File: src/rtl/blackice_mx_clock_reset_ctrl_if.sv
// Board-side clock/reset signals of the BlackIce MX sequencer.
// The master modport is the sequencer; the slave modport is the board/PLL side.
interface blackice_mx_clock_reset_ctrl_if #(
  parameter int NUM_RESETS = 3,
  parameter int COUNT_W    = 4
);
  logic                  pll_locked;
  logic                  sw_reset_req;
  logic                  pll_resetb;
  logic [NUM_RESETS-1:0] rst_n;
  logic                  all_released;
  logic [COUNT_W-1:0]    lock_loss_count;

  modport master (
    input  pll_locked, sw_reset_req,
    output pll_resetb, rst_n, all_released, lock_loss_count
  );

  modport slave (
    output pll_locked, sw_reset_req,
    input  pll_resetb, rst_n, all_released, lock_loss_count
  );
endinterface

File: src/rtl/blackice_mx_clock_reset_ctrl.sv
// PLL reset / lock-filter / staggered domain-reset sequencer, clocked from the board reference clock.
// Define CLOCK_RESET_WATCHDOG_EN to re-pulse the PLL reset when lock never arrives within LOCK_TIMEOUT cycles.
module blackice_mx_clock_reset_ctrl #(
  parameter int NUM_RESETS       = 3,
  parameter int PLL_RESET_CYCLES = 4,
  parameter int LOCK_FILTER      = 8,
  parameter int STAGE_DELAY      = 16,
  parameter int LOCK_TIMEOUT     = 1024,
  parameter int COUNT_W          = 4
) (
  input  logic                           clock_in,
  input  logic                           resetn,
  blackice_mx_clock_reset_ctrl_if.master bus
);

  localparam int PRC_W  = $clog2(PLL_RESET_CYCLES + 1);
  localparam int FILT_W = $clog2(LOCK_FILTER + 1);
  localparam int STG_W  = $clog2(STAGE_DELAY + 1);

  localparam logic [PRC_W-1:0]  PRC_LAST  = PRC_W'(PLL_RESET_CYCLES - 1);
  localparam logic [FILT_W-1:0] FILT_LAST = FILT_W'(LOCK_FILTER - 1);
  localparam logic [STG_W-1:0]  STG_LAST  = STG_W'(STAGE_DELAY - 1);
  localparam logic [NUM_RESETS-1:0] RST_ONE = NUM_RESETS'(1);

  if (NUM_RESETS < 1 || NUM_RESETS > 8 || PLL_RESET_CYCLES < 1 || LOCK_FILTER < 1 ||
      STAGE_DELAY < 1 || LOCK_TIMEOUT < 1 || COUNT_W < 1) begin : g_bad_params
    $error("blackice_mx_clock_reset_ctrl: parameter out of range");
  end

  typedef enum logic [1:0] {PLL_RST, WAIT_LOCK, RELEASE, RUN} state_t;

  state_t                state_q, state_d;
  logic                  sync1_q, lk_q;
  logic [PRC_W-1:0]      prc_q, prc_d;
  logic [FILT_W-1:0]     filt_q, filt_d;
  logic [STG_W-1:0]      stage_q, stage_d;
  logic [NUM_RESETS-1:0] rst_n_q, rst_n_d;
  logic                  pll_resetb_q, pll_resetb_d;
  logic                  all_rel_q, all_rel_d;
  logic [COUNT_W-1:0]    count_q, count_d;
  logic [NUM_RESETS-1:0] rel_mask;

  // Shifting a one in from the bottom guarantees ascending release order.
  assign rel_mask = (rst_n_q << 1) | RST_ONE;

`ifdef CLOCK_RESET_WATCHDOG_EN
  localparam int WD_W = $clog2(LOCK_TIMEOUT + 1);
  localparam logic [WD_W-1:0] WD_LAST = WD_W'(LOCK_TIMEOUT - 1);
  logic [WD_W-1:0] wd_q, wd_d;
`endif

  always_comb begin
    state_d      = state_q;
    prc_d        = '0;
    filt_d       = '0;
    stage_d      = '0;
    rst_n_d      = rst_n_q;
    pll_resetb_d = 1'b1;
    all_rel_d    = &rst_n_q;
    count_d      = count_q;
`ifdef CLOCK_RESET_WATCHDOG_EN
    wd_d         = '0;
`endif
    unique case (state_q)
      PLL_RST: begin
        rst_n_d      = '0;
        pll_resetb_d = 1'b0;
        prc_d        = prc_q + 1'b1;
        if (prc_q == PRC_LAST) begin
          state_d      = WAIT_LOCK;
          prc_d        = '0;
          pll_resetb_d = 1'b1;
        end
      end
      WAIT_LOCK: begin
        rst_n_d = '0;
        filt_d  = lk_q ? filt_q + 1'b1 : '0;
`ifdef CLOCK_RESET_WATCHDOG_EN
        wd_d    = wd_q + 1'b1;
`endif
        if (lk_q && filt_q == FILT_LAST) begin
          state_d = RELEASE;
        end
`ifdef CLOCK_RESET_WATCHDOG_EN
        else if (wd_q == WD_LAST) begin
          state_d      = PLL_RST;
          pll_resetb_d = 1'b0;
        end
`endif
      end
      RELEASE, RUN: begin
        // Lock loss outranks a software request.
        if (!lk_q) begin
          state_d   = WAIT_LOCK;
          rst_n_d   = '0;
          all_rel_d = 1'b0;
          if (count_q != '1) count_d = count_q + 1'b1;
        end else if (bus.sw_reset_req) begin
          state_d   = RELEASE;
          rst_n_d   = '0;
          all_rel_d = 1'b0;
        end else if (state_q == RELEASE) begin
          stage_d = stage_q + 1'b1;
          if (stage_q == STG_LAST) begin
            stage_d = '0;
            rst_n_d = rel_mask;
            if (&rel_mask) state_d = RUN;
          end
        end
      end
      default: state_d = PLL_RST;
    endcase
  end

  always_ff @(posedge clock_in or negedge resetn) begin
    if (!resetn) begin
      state_q      <= PLL_RST;
      sync1_q      <= 1'b0;
      lk_q         <= 1'b0;
      prc_q        <= '0;
      filt_q       <= '0;
      stage_q      <= '0;
      rst_n_q      <= '0;
      pll_resetb_q <= 1'b0;
      all_rel_q    <= 1'b0;
      count_q      <= '0;
`ifdef CLOCK_RESET_WATCHDOG_EN
      wd_q         <= '0;
`endif
    end else begin
      state_q      <= state_d;
      sync1_q      <= bus.pll_locked;
      lk_q         <= sync1_q;
      prc_q        <= prc_d;
      filt_q       <= filt_d;
      stage_q      <= stage_d;
      rst_n_q      <= rst_n_d;
      pll_resetb_q <= pll_resetb_d;
      all_rel_q    <= all_rel_d;
      count_q      <= count_d;
`ifdef CLOCK_RESET_WATCHDOG_EN
      wd_q         <= wd_d;
`endif
    end
  end

  assign bus.pll_resetb      = pll_resetb_q;
  assign bus.rst_n           = rst_n_q;
  assign bus.all_released    = all_rel_q;
  assign bus.lock_loss_count = count_q;

endmodule
File: src/flat_wrapper.sv
// flat-port wrapper written by rule: the top's interface ports become plain ports
module blackice_mx_clock_reset_ctrl_flat 
#(
  parameter int NUM_RESETS       = 3,
  parameter int PLL_RESET_CYCLES = 4,
  parameter int LOCK_FILTER      = 8,
  parameter int STAGE_DELAY      = 16,
  parameter int LOCK_TIMEOUT     = 1024,
  parameter int COUNT_W          = 4
)
  (clock_in, resetn, bus_pll_locked, bus_sw_reset_req, bus_pll_resetb, bus_rst_n, bus_all_released, bus_lock_loss_count);
  blackice_mx_clock_reset_ctrl_if #(.NUM_RESETS(NUM_RESETS), .COUNT_W(COUNT_W)) bus_i ();
  input  logic clock_in;
  input  logic resetn;
  input wire logic [$bits(bus_i.pll_locked)-1:0] bus_pll_locked;
  input wire logic [$bits(bus_i.sw_reset_req)-1:0] bus_sw_reset_req;
  output wire logic [$bits(bus_i.pll_resetb)-1:0] bus_pll_resetb;
  output wire logic [$bits(bus_i.rst_n)-1:0] bus_rst_n;
  output wire logic [$bits(bus_i.all_released)-1:0] bus_all_released;
  output wire logic [$bits(bus_i.lock_loss_count)-1:0] bus_lock_loss_count;
  assign bus_i.pll_locked = bus_pll_locked;
  assign bus_i.sw_reset_req = bus_sw_reset_req;
  assign bus_pll_resetb = bus_i.pll_resetb;
  assign bus_rst_n = bus_i.rst_n;
  assign bus_all_released = bus_i.all_released;
  assign bus_lock_loss_count = bus_i.lock_loss_count;
  blackice_mx_clock_reset_ctrl #(.NUM_RESETS(NUM_RESETS), .PLL_RESET_CYCLES(PLL_RESET_CYCLES), .LOCK_FILTER(LOCK_FILTER), .STAGE_DELAY(STAGE_DELAY), .LOCK_TIMEOUT(LOCK_TIMEOUT), .COUNT_W(COUNT_W)) u_core (.clock_in(clock_in), .resetn(resetn), .bus(bus_i));
endmodule
File: config.mk
export PLATFORM = sky130hd
export DESIGN_NAME = blackice_mx_clock_reset_ctrl_flat
export DESIGN_NICKNAME = d
export VERILOG_FILES = /design/src/rtl/blackice_mx_clock_reset_ctrl_if.sv /design/src/rtl/blackice_mx_clock_reset_ctrl.sv /design/src/flat_wrapper.sv
export SDC_FILE = /design/constraint.sdc
export NUM_CORES = 1
export LEC_CHECK = 0
export ABC_AREA = 1
export CAP_MARGIN = 0
export CELL_PAD_IN_SITES_DETAIL_PLACEMENT = 1
export CELL_PAD_IN_SITES_GLOBAL_PLACEMENT = 1
export CORE_MARGIN = 3
export CORE_UTILIZATION = 44
export CTS_CLUSTER_SIZE = 16
export DETAILED_ROUTE_END_ITERATION = 8
export PLACE_DENSITY = 0.81
export SYNTH_ARGS = -nofsm -noshare
export SYNTH_HDL_FRONTEND = slang
export SYNTH_SLANG_ARGS = --single-unit
File: constraint.sdc
create_clock -name clock_in -period 2.3 [get_ports clock_in]
set_input_delay 0.23 -clock clock_in [delete_from_list [all_inputs] [get_ports clock_in]]
set_output_delay 0.23 -clock clock_in [all_outputs]
set_load 0.05 [all_outputs]
Fig. 1: run 1, metal 1
Bar = 20 um. Supply wires on this layer in grey.
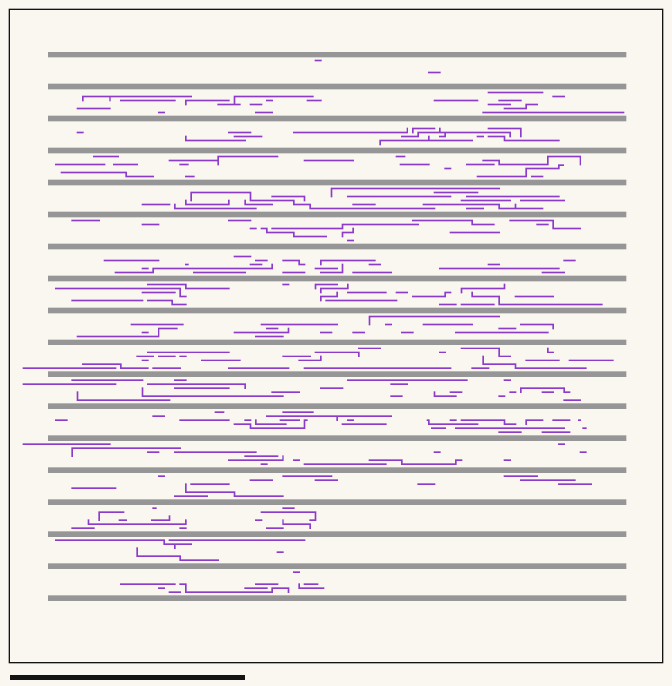
longest straight run: 14.3 um
wire length on this layer: 909 um
nets with wire on the layer: 124

Fig. 2: run 1, the metal 2 layer
Cells faint in the background.
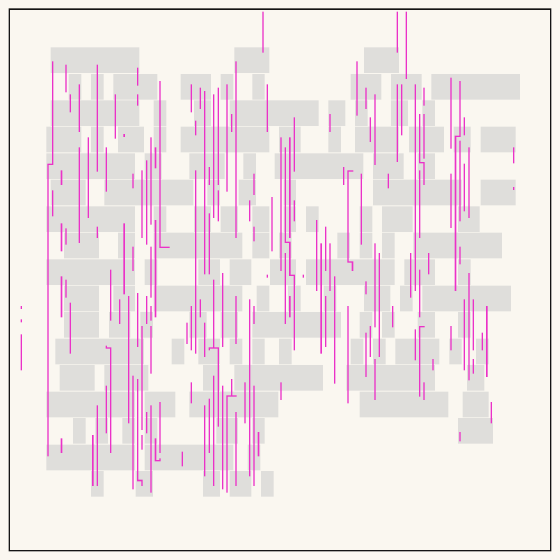
longest straight run: 29.9 um
nets with wire on the layer: 120
drt total wl: 1968 um
Vias: 781
GR Util met2: 0.2399

==> results.py, run 1 <==
# Synthesis and PnR figures
metrics = {
    "global_route": {
        "met3_usage": 0.05374,
        "grt_antenna_before_repair": 0,
        "grt_use_total": 0.1490,
        "grt.busiest_layer": "met2",
    },
    "finish": {
        "logic_gate_count": 67,
        "layout.cells.non_filler": 156,
        "buffers_excl_clock": 13,
        "largest_reg_flops": 5,
        "flops": 25,
        "nonClkBufAreaFrac": 0.1013,
    },
    "cts": {
        "clock.latency.late_pin_ns": 0.33,
        "cts.sinks": 25,
        "holdBufCountCts": 0,
        "cts.path.max_buffers": 2,
    },
    "final_timing": {
        "holdWs_ns": 0.2417,
        "finalSetupViolations": 0,
        "fin_worst_skew_ns": 0.002456,
    },
    "status": {
        "status": "finished clean",
    },
    "yosys": {
        "xor_share": 0.04065,
        "yosys_most_used_dff": "dfrtp_1",
        "adder_share": 0.04646,
        "synth_area_mm2": 0.001077,
        "ys_chip_area_mm2": 0.001077,
        "yosysWarnings": 0,
    },
    "power": {
        "p_total_uw": 1388,
        "combinationalPower_uw": 557,
        "power_frac_comb": 0.401,
    },
    "worst_setup_path": {
        "path_depth": 1,
        "r2r_start": "u_core.stage_q[0]$_DFF_PN0_",
        "crit_chain": "clkdlybuf4s50_1",
        "critical_path.max_stage_delay_ns": 0.83,
    },
    "route": {
        "wl_met2_um": 944,
        "detail-route-antenna-nets": 0,
        "wl_met3_um": 84,
        "initialDrtViolationCount": 7,
        "vias_per_cell": 5.006,
    },
    "floorplanning": {
        "num_rows": 17,
        "pin_count": 13,
    },
    "run": {
        "maxCapViolCount": 0,
    },
    "worst_hold_path": {
        "min_path_type": "input port to asynchronous set/reset pin",
    },
}
Fig. 3: run 1, M3 wires
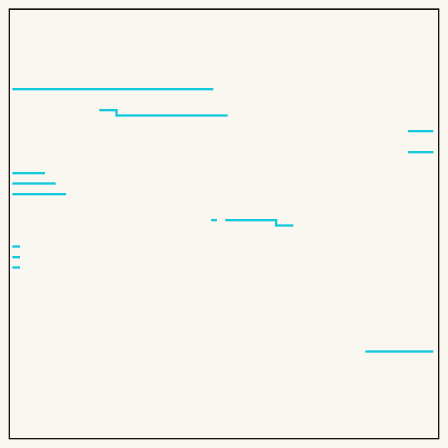
longest straight run: 25.8 um
wire length on this layer: 84.6 um
main direction: horizontal
share of all routed wire: 4.3%

-- run 1: worst min-delay path by stage --
stage / startpoint / end
final: resetn / u_core.stage_q[4]$_DFF_PN0_
after global routing: resetn / u_core.stage_q[2]$_DFF_PN0_
after CTS: resetn / u_core.stage_q[4]$_DFF_PN0_
after detailed placement: u_core.sync1_q$_DFF_PN0_ / u_core.lk_q$_DFF_PN0_
after global placement: u_core.sync1_q$_DFF_PN0_ / u_core.lk_q$_DFF_PN0_
after floorplan: resetn / u_core.bus.all_released$_DFF_PN0_
-- run 1: worst reg2reg max path: stages, from the launching register on --
cell     delay (ns)
dfrtp_1        0.40
ha_1           0.22
nand4_1        0.20
nand2_1        0.10
nand2_1        0.07
inv_2          0.07
nand2_2        0.06
nand2_1        0.07
nand2_1        0.05
Fig. 4: run 1, cells coloured by class
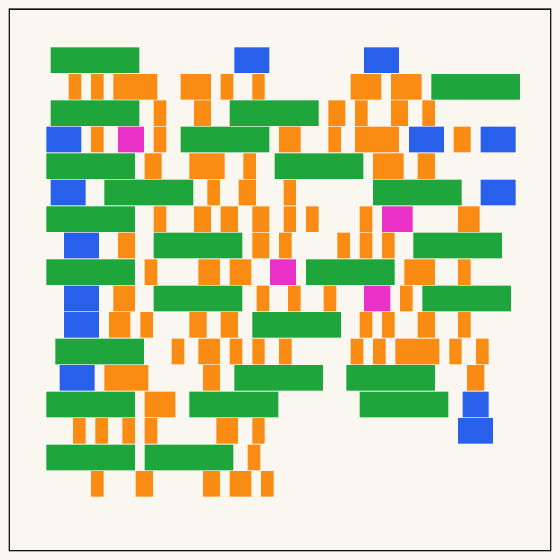

==> run 2, diff against run 1 <==
--- a/config.mk
+++ b/config.mk
@@ -10,10 +10,10 @@
 export CELL_PAD_IN_SITES_DETAIL_PLACEMENT = 1
 export CELL_PAD_IN_SITES_GLOBAL_PLACEMENT = 1
 export CORE_MARGIN = 3
-export CORE_UTILIZATION = 44
+export CORE_UTILIZATION = 41
 export CTS_CLUSTER_SIZE = 16
 export DETAILED_ROUTE_END_ITERATION = 8
-export PLACE_DENSITY = 0.81
+export PLACE_DENSITY = 0.76
 export SYNTH_ARGS = -nofsm -noshare
 export SYNTH_HDL_FRONTEND = slang
 export SYNTH_SLANG_ARGS = --single-unit
==> constraint.sdc (replaced) <==
create_clock -name clock_in -period 1.7 [get_ports clock_in]
set_input_delay 0.17 -clock clock_in [delete_from_list [all_inputs] [get_ports clock_in]]
set_output_delay 0.17 -clock clock_in [all_outputs]
set_load 0.05 [all_outputs]
Fig. 5: run 2, cells coloured by class
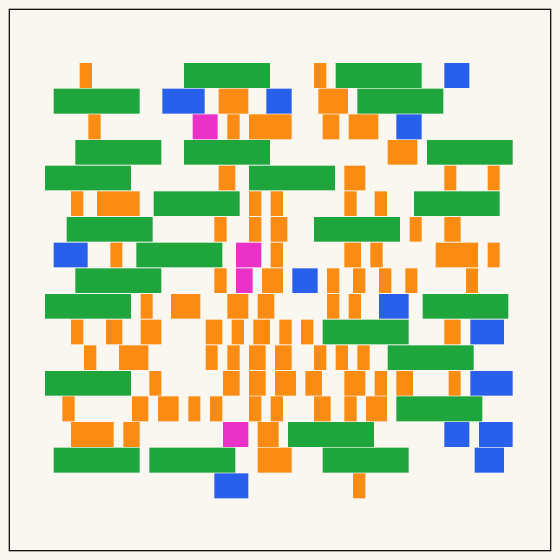
[green] sequential cells | cells: 25 | share of their area: 52%
[orange] remaining logic cells | cells: 86 | share of their area: 36%
[magenta] clock drivers and dummy loads | cells: 4 | share of their area: 2.3%
[blue] remaining buffers and delay cells | cells: 13 | share of their area: 9.9%

Fig. 6: run 2, metal 1
Bar = 20 um. Supply wires on this layer in grey.
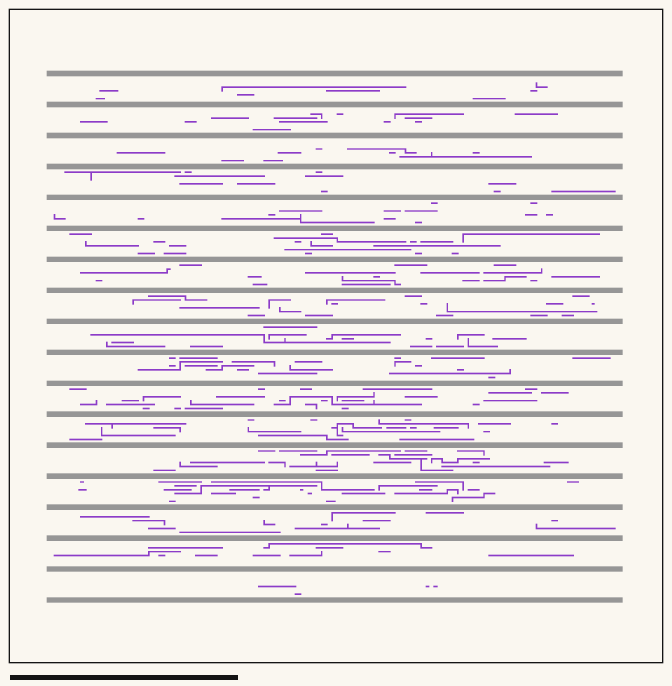
main direction: horizontal
longest straight run: 16.1 um
share of all routed wire: 42%

==> run 2 against run 1 <==
Sequential cell count did not move. Clock-buffer cell count did not move. Clock power rose by 27%. Critical endpoint is now bus_all_released. Largest cell class unchanged.
==> results.py, run 2 <==
# Synthesis and PnR figures
metrics = {
    "cts": {
        "holdBufCountCts": 0,
        "cts.sinks": 25,
        "clock.latency.late_pin_ns": 0.32,
        "cts.path.max_buffers": 2,
        "cts_resized": 2,
        "cts_max_level": 1,
        "tritoncts": "built",
        "cts_made_buffers": 3,
    },
    "final_timing": {
        "finalSetupViolations": 0,
        "fin_worst_skew_ns": 0.001922,
        "worstMarginPinSlew_ns": 0.5036,
        "hold_viol": 0,
        "min_period_ns": 1.626,
        "holdWs_ns": 0.1901,
        "relSlewSlack": 0.6637,
    },
    "route": {
        "wl_met2_um": 1102,
        "drc_errors": 0,
        "wl_um": 2053,
        "vias_per_cell": 5.212,
        "initialDrtViolationCount": 15,
        "wl_met3_um": 52,
        "detail-route-antenna-nets": 0,
        "vias": 813,
        "top_layer_used": "met4",
        "dr.pass1.iters": 3,
    },
    "power": {
        "leakage_uw": 0.0006592,
        "p_total_uw": 1838,
    },
    "yosys": {
        "yosysWarnings": 0,
        "ys_chip_area_mm2": 0.001077,
        "async_flop_share": 1.000,
        "synth_top_cell_by_count": "dfrtp_1",
        "yosys-stat-cells": 112,
        "yosys_most_used_dff": "dfrtp_1",
        "top_area_cell": "dfrtp_1",
        "synth_area_mm2": 0.001077,
    },
    "placement": {
        "numPortBuffers": 12,
        "dp_hpwl_um": 1606,
    },
    "worst_setup_path": {
        "crit_chain": "clkdlybuf4s50_1",
        "critical_path.max_stage_delay_ns": 0.79,
        "crit_type": "flip-flop to output pin",
        "rrSetupSlack_ns": 0.36,
        "path_depth": 1,
        "required_ns": 1.53,
        "r2r_start": "u_core.stage_q[0]$_DFF_PN0_",
    },
    "worst_hold_path": {
        "min_path_type": "input port to asynchronous set/reset pin",
    },
    "global_route": {
        "met3_usage": 0.02715,
        "use_met2": 0.2659,
        "grt_pass1_vias": 891,
        "grt_use_total": 0.1480,
        "grt-ovfl-total": 0,
        "grt_antenna_before_repair": 0,
        "grt.busiest_layer": "met2",
    },
    "finish": {
        "syn_to_final_growth_pct": 15.91,
        "seq_area_um2": 625.6,
        "antenna_cells": 0,
        "layout.cells.non_filler": 156,
        "largest_reg_flops": 5,
    },
    "floorplanning": {
        "num_rows": 17,
        "pin_count": 13,
        "core_area_mm2": 0.002340,
    },
    "run": {
        "warning_count": 26,
        "maxCapViolCount": 0,
    },
    "status": {
        "status": "finished clean",
    },
}
Fig. 7: run 2, the metal 2 layer
Cells faint in the background.
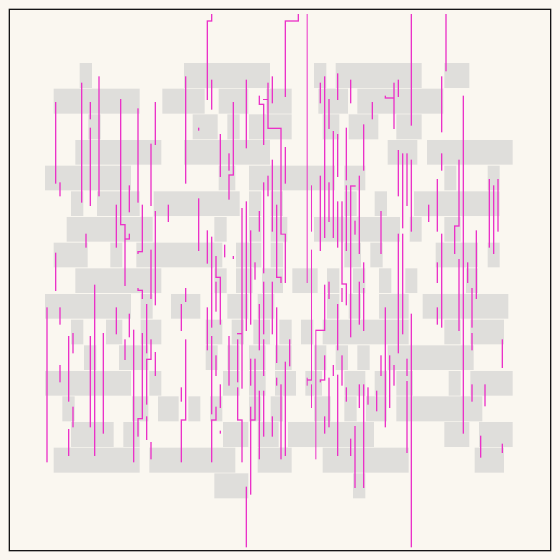
nets with wire on the layer: 127
share of all routed wire: 54%
longest straight run: 35.7 um

run 2: cell type report:
| type | count | share of cell area |
|---|---|---|
| flip-flops and latches | 25 | 0.5010 |
| multi-input cells | 67 | 0.2956 |
| repair buffers | 13 | 0.09619 |
| inverters | 19 | 0.05711 |
| well taps | 28 | 0.02806 |
| clock buffers | 3 | 0.01804 |
| clock inverters | 1 | 0.004008 |
run 2: report_power, final:
part / internal [uW] / switching (uW)
Combinational: 240 / 489
Sequential: 714 / 125
Clock: 88.3 / 182
run 2: cells by family after synthesis:
kind of cell / count (synthesis) / share of synthesized area
xor gates and xnor gates: 5 / 0.04066
buffers and inverters: 20 / 0.07666
AOI/OAI and AO/OA: 13 / 0.06735
adders and majority gates: 4 / 0.04646
DFF: 25 / 0.5807
and+or+nand+nor: 45 / 0.1881
Fig. 8: run 2, congestion heat map
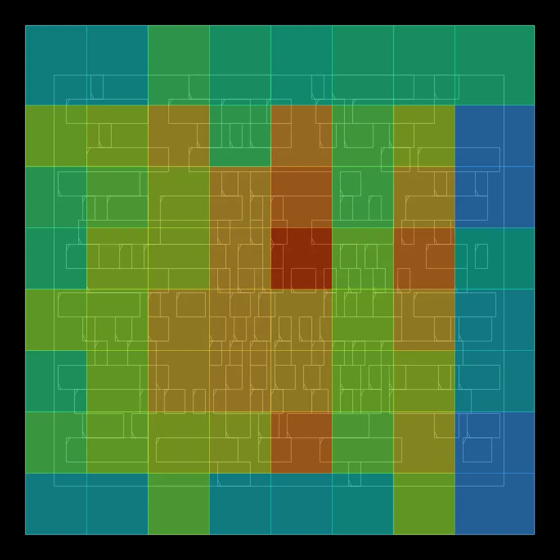

==> run 3, diff against run 2 <==
--- a/config.mk
+++ b/config.mk
@@ -14,6 +14,7 @@
 export CTS_CLUSTER_SIZE = 16
 export DETAILED_ROUTE_END_ITERATION = 8
 export PLACE_DENSITY = 0.76
+export SKIP_CTS_REPAIR_TIMING = 1
 export SYNTH_ARGS = -nofsm -noshare
 export SYNTH_HDL_FRONTEND = slang
 export SYNTH_SLANG_ARGS = --single-unit
Fig. 9: run 3, congestion heat map
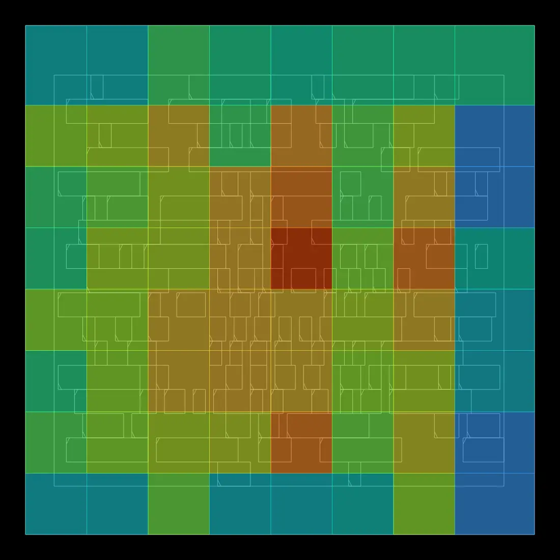
GR met1 Demand/Resource: 0.1683
global routing usage on met3: 0.02715
final routed wire length divided by cell count: 13.20 um
GR Util met2: 0.2659
Final Util: 0.5369

Fig. 10: run 3, metal 1
Bar = 20 um. Supply wires on this layer in grey.
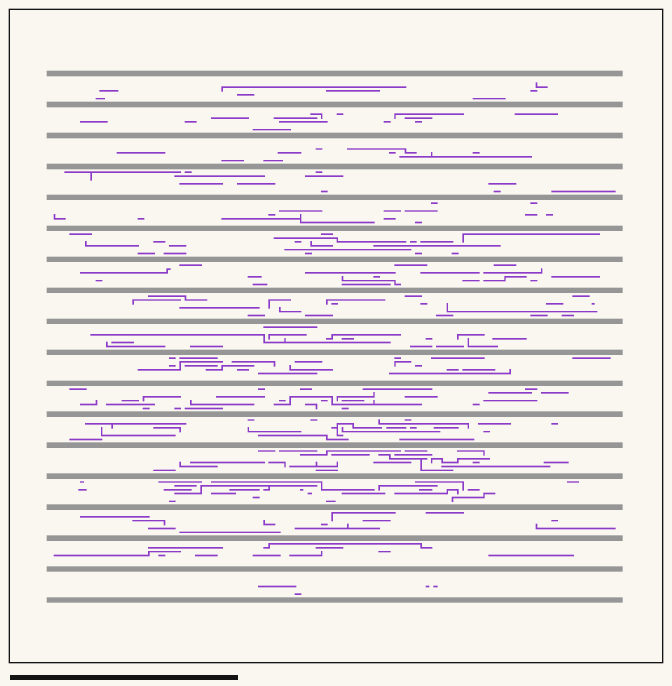
longest straight run: 16.1 um
wire length on this layer: 856 um
main direction: horizontal
share of all routed wire: 42%

Fig. 11: run 3, cells coloured by class
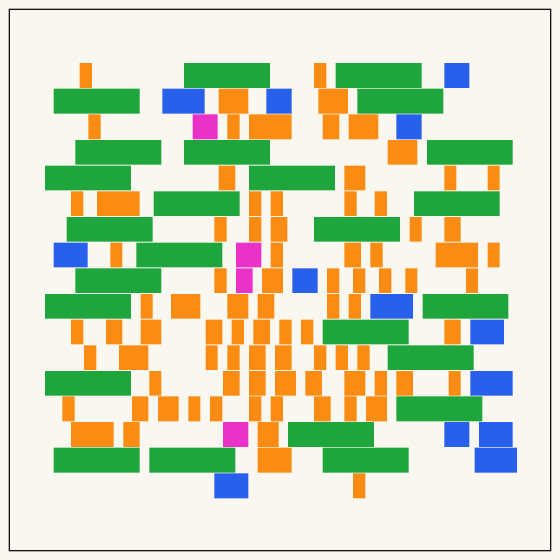
[green] sequential cells | cells: 25 | share of their area: 51%
[magenta] clock drivers and dummy loads | cells: 4 | share of their area: 2.3%
[blue] remaining buffers and delay cells | cells: 13 | share of their area: 10%
[orange] remaining logic cells | cells: 86 | share of their area: 36%
Rows: 17
Core Area: 0.002340 mm^2
flop share of the area: 0.4980
final instance area: 0.001256 mm^2

==> run 3 against run 2 <==
Utilization grew 0.32 points. Maximum frequency is essentially flat. Clock skew is essentially flat. Largest power group unchanged.
==> results.py, run 3 <==
# Synthesis and PnR figures
metrics = {
    "status": {
        "status": "finished clean",
    },
    "power": {
        "power_frac_comb": 0.397,
        "combinationalPower_uw": 729,
        "powerClk_uw": 271,
        "maxPowerGroup": "registers",
        "sw_frac_of_total": 0.4329,
        "power.switching_uw": 795.7,
    },
    "yosys": {
        "synth_area_mm2": 0.001077,
        "yosys-stat-cells": 112,
        "xor_share": 0.04065,
        "yosys_most_used_dff": "dfrtp_1",
        "yosys.area_share.aoi": 0.06736,
        "ys_chip_area_mm2": 0.001077,
        "async_flop_share": 1.000,
        "synthTopLogicFamily": "simple AND/OR/NAND/NOR gates",
    },
    "cts": {
        "clock.latency.late_pin_ns": 0.32,
        "cts_max_level": 1,
        "cts.path.max_buffers": 2,
        "tritoncts": "built",
    },
    "finish": {
        "largest_reg_flops": 5,
        "syn_to_final_growth_pct": 16.61,
        "nonClkBufAreaFrac": 0.1016,
        "buffers_excl_clock": 13,
        "clkCellAreaFrac": 0.02191,
        "seq_area_um2": 625.6,
        "flops": 25,
        "n_clock_buffer": 3,
        "antenna_cells": 0,
        "logic_gate_count": 67,
    },
    "floorplanning": {
        "pin_count": 13,
        "taps": 28,
    },
    "worst_setup_path": {
        "r2r_start": "u_core.stage_q[0]$_DFF_PN0_",
        "crit_chain": "clkdlybuf4s50_1",
        "rrSetupSlack_ns": 0.36,
        "path_depth": 1,
        "required_ns": 1.53,
        "crit_type": "flip-flop to output pin",
    },
    "final_timing": {
        "fin_worst_skew_ns": 0.001488,
        "min_period_ns": 1.626,
        "finalSetupViolations": 0,
        "worstMarginPinSlew_ns": 0.5239,
    },
    "global_route": {
        "grt_pass1_vias": 891,
        "grt_antenna_before_repair": 0,
    },
    "run": {
        "warning_count": 26,
        "maxCapViolCount": 0,
    },
    "placement": {
        "dp_hpwl_um": 1606,
    },
    "route": {
        "vias": 813,
        "initialDrtViolationCount": 15,
        "dr.pass1.iters": 3,
    },
    "worst_hold_path": {
        "min_path_type": "input port to asynchronous set/reset pin",
    },
}
-- run 3: cell types whose count changed in the layout (fill, tap and decap cells not counted), sizes merged --
| cell | before | now |
|---|---|---|
| dlymetal6s2s | 2 | 4 |
| dlygate4sd2 | 2 | 0 |
-- run 3: per-layer routing --
layer  share of wire  up-vias  GRT usage
met2            0.54        9     0.2659
met5               0        -          0
met3           0.026        5    0.02715
met4           0.022        0    0.06954
li1                -      389          -
met1            0.42      410     0.1683
-- run 3: through the flow --
step	hold WS (ns)	std cells	area, um^2	total power, uW	setup TNS, ns
final	0.1901	156	1256	1838	0
after CTS	0.1967	156	1246	1876	-0.06188
after detailed placement	0.3385	152	1219	1599	0
after global placement	0.3381	152	1219	1561	0
after global routing	0.2007	156	1256	1988	0
after floorplan	-0.1256	112	1077	1388	0
Power and IR drop assume default switching activity.
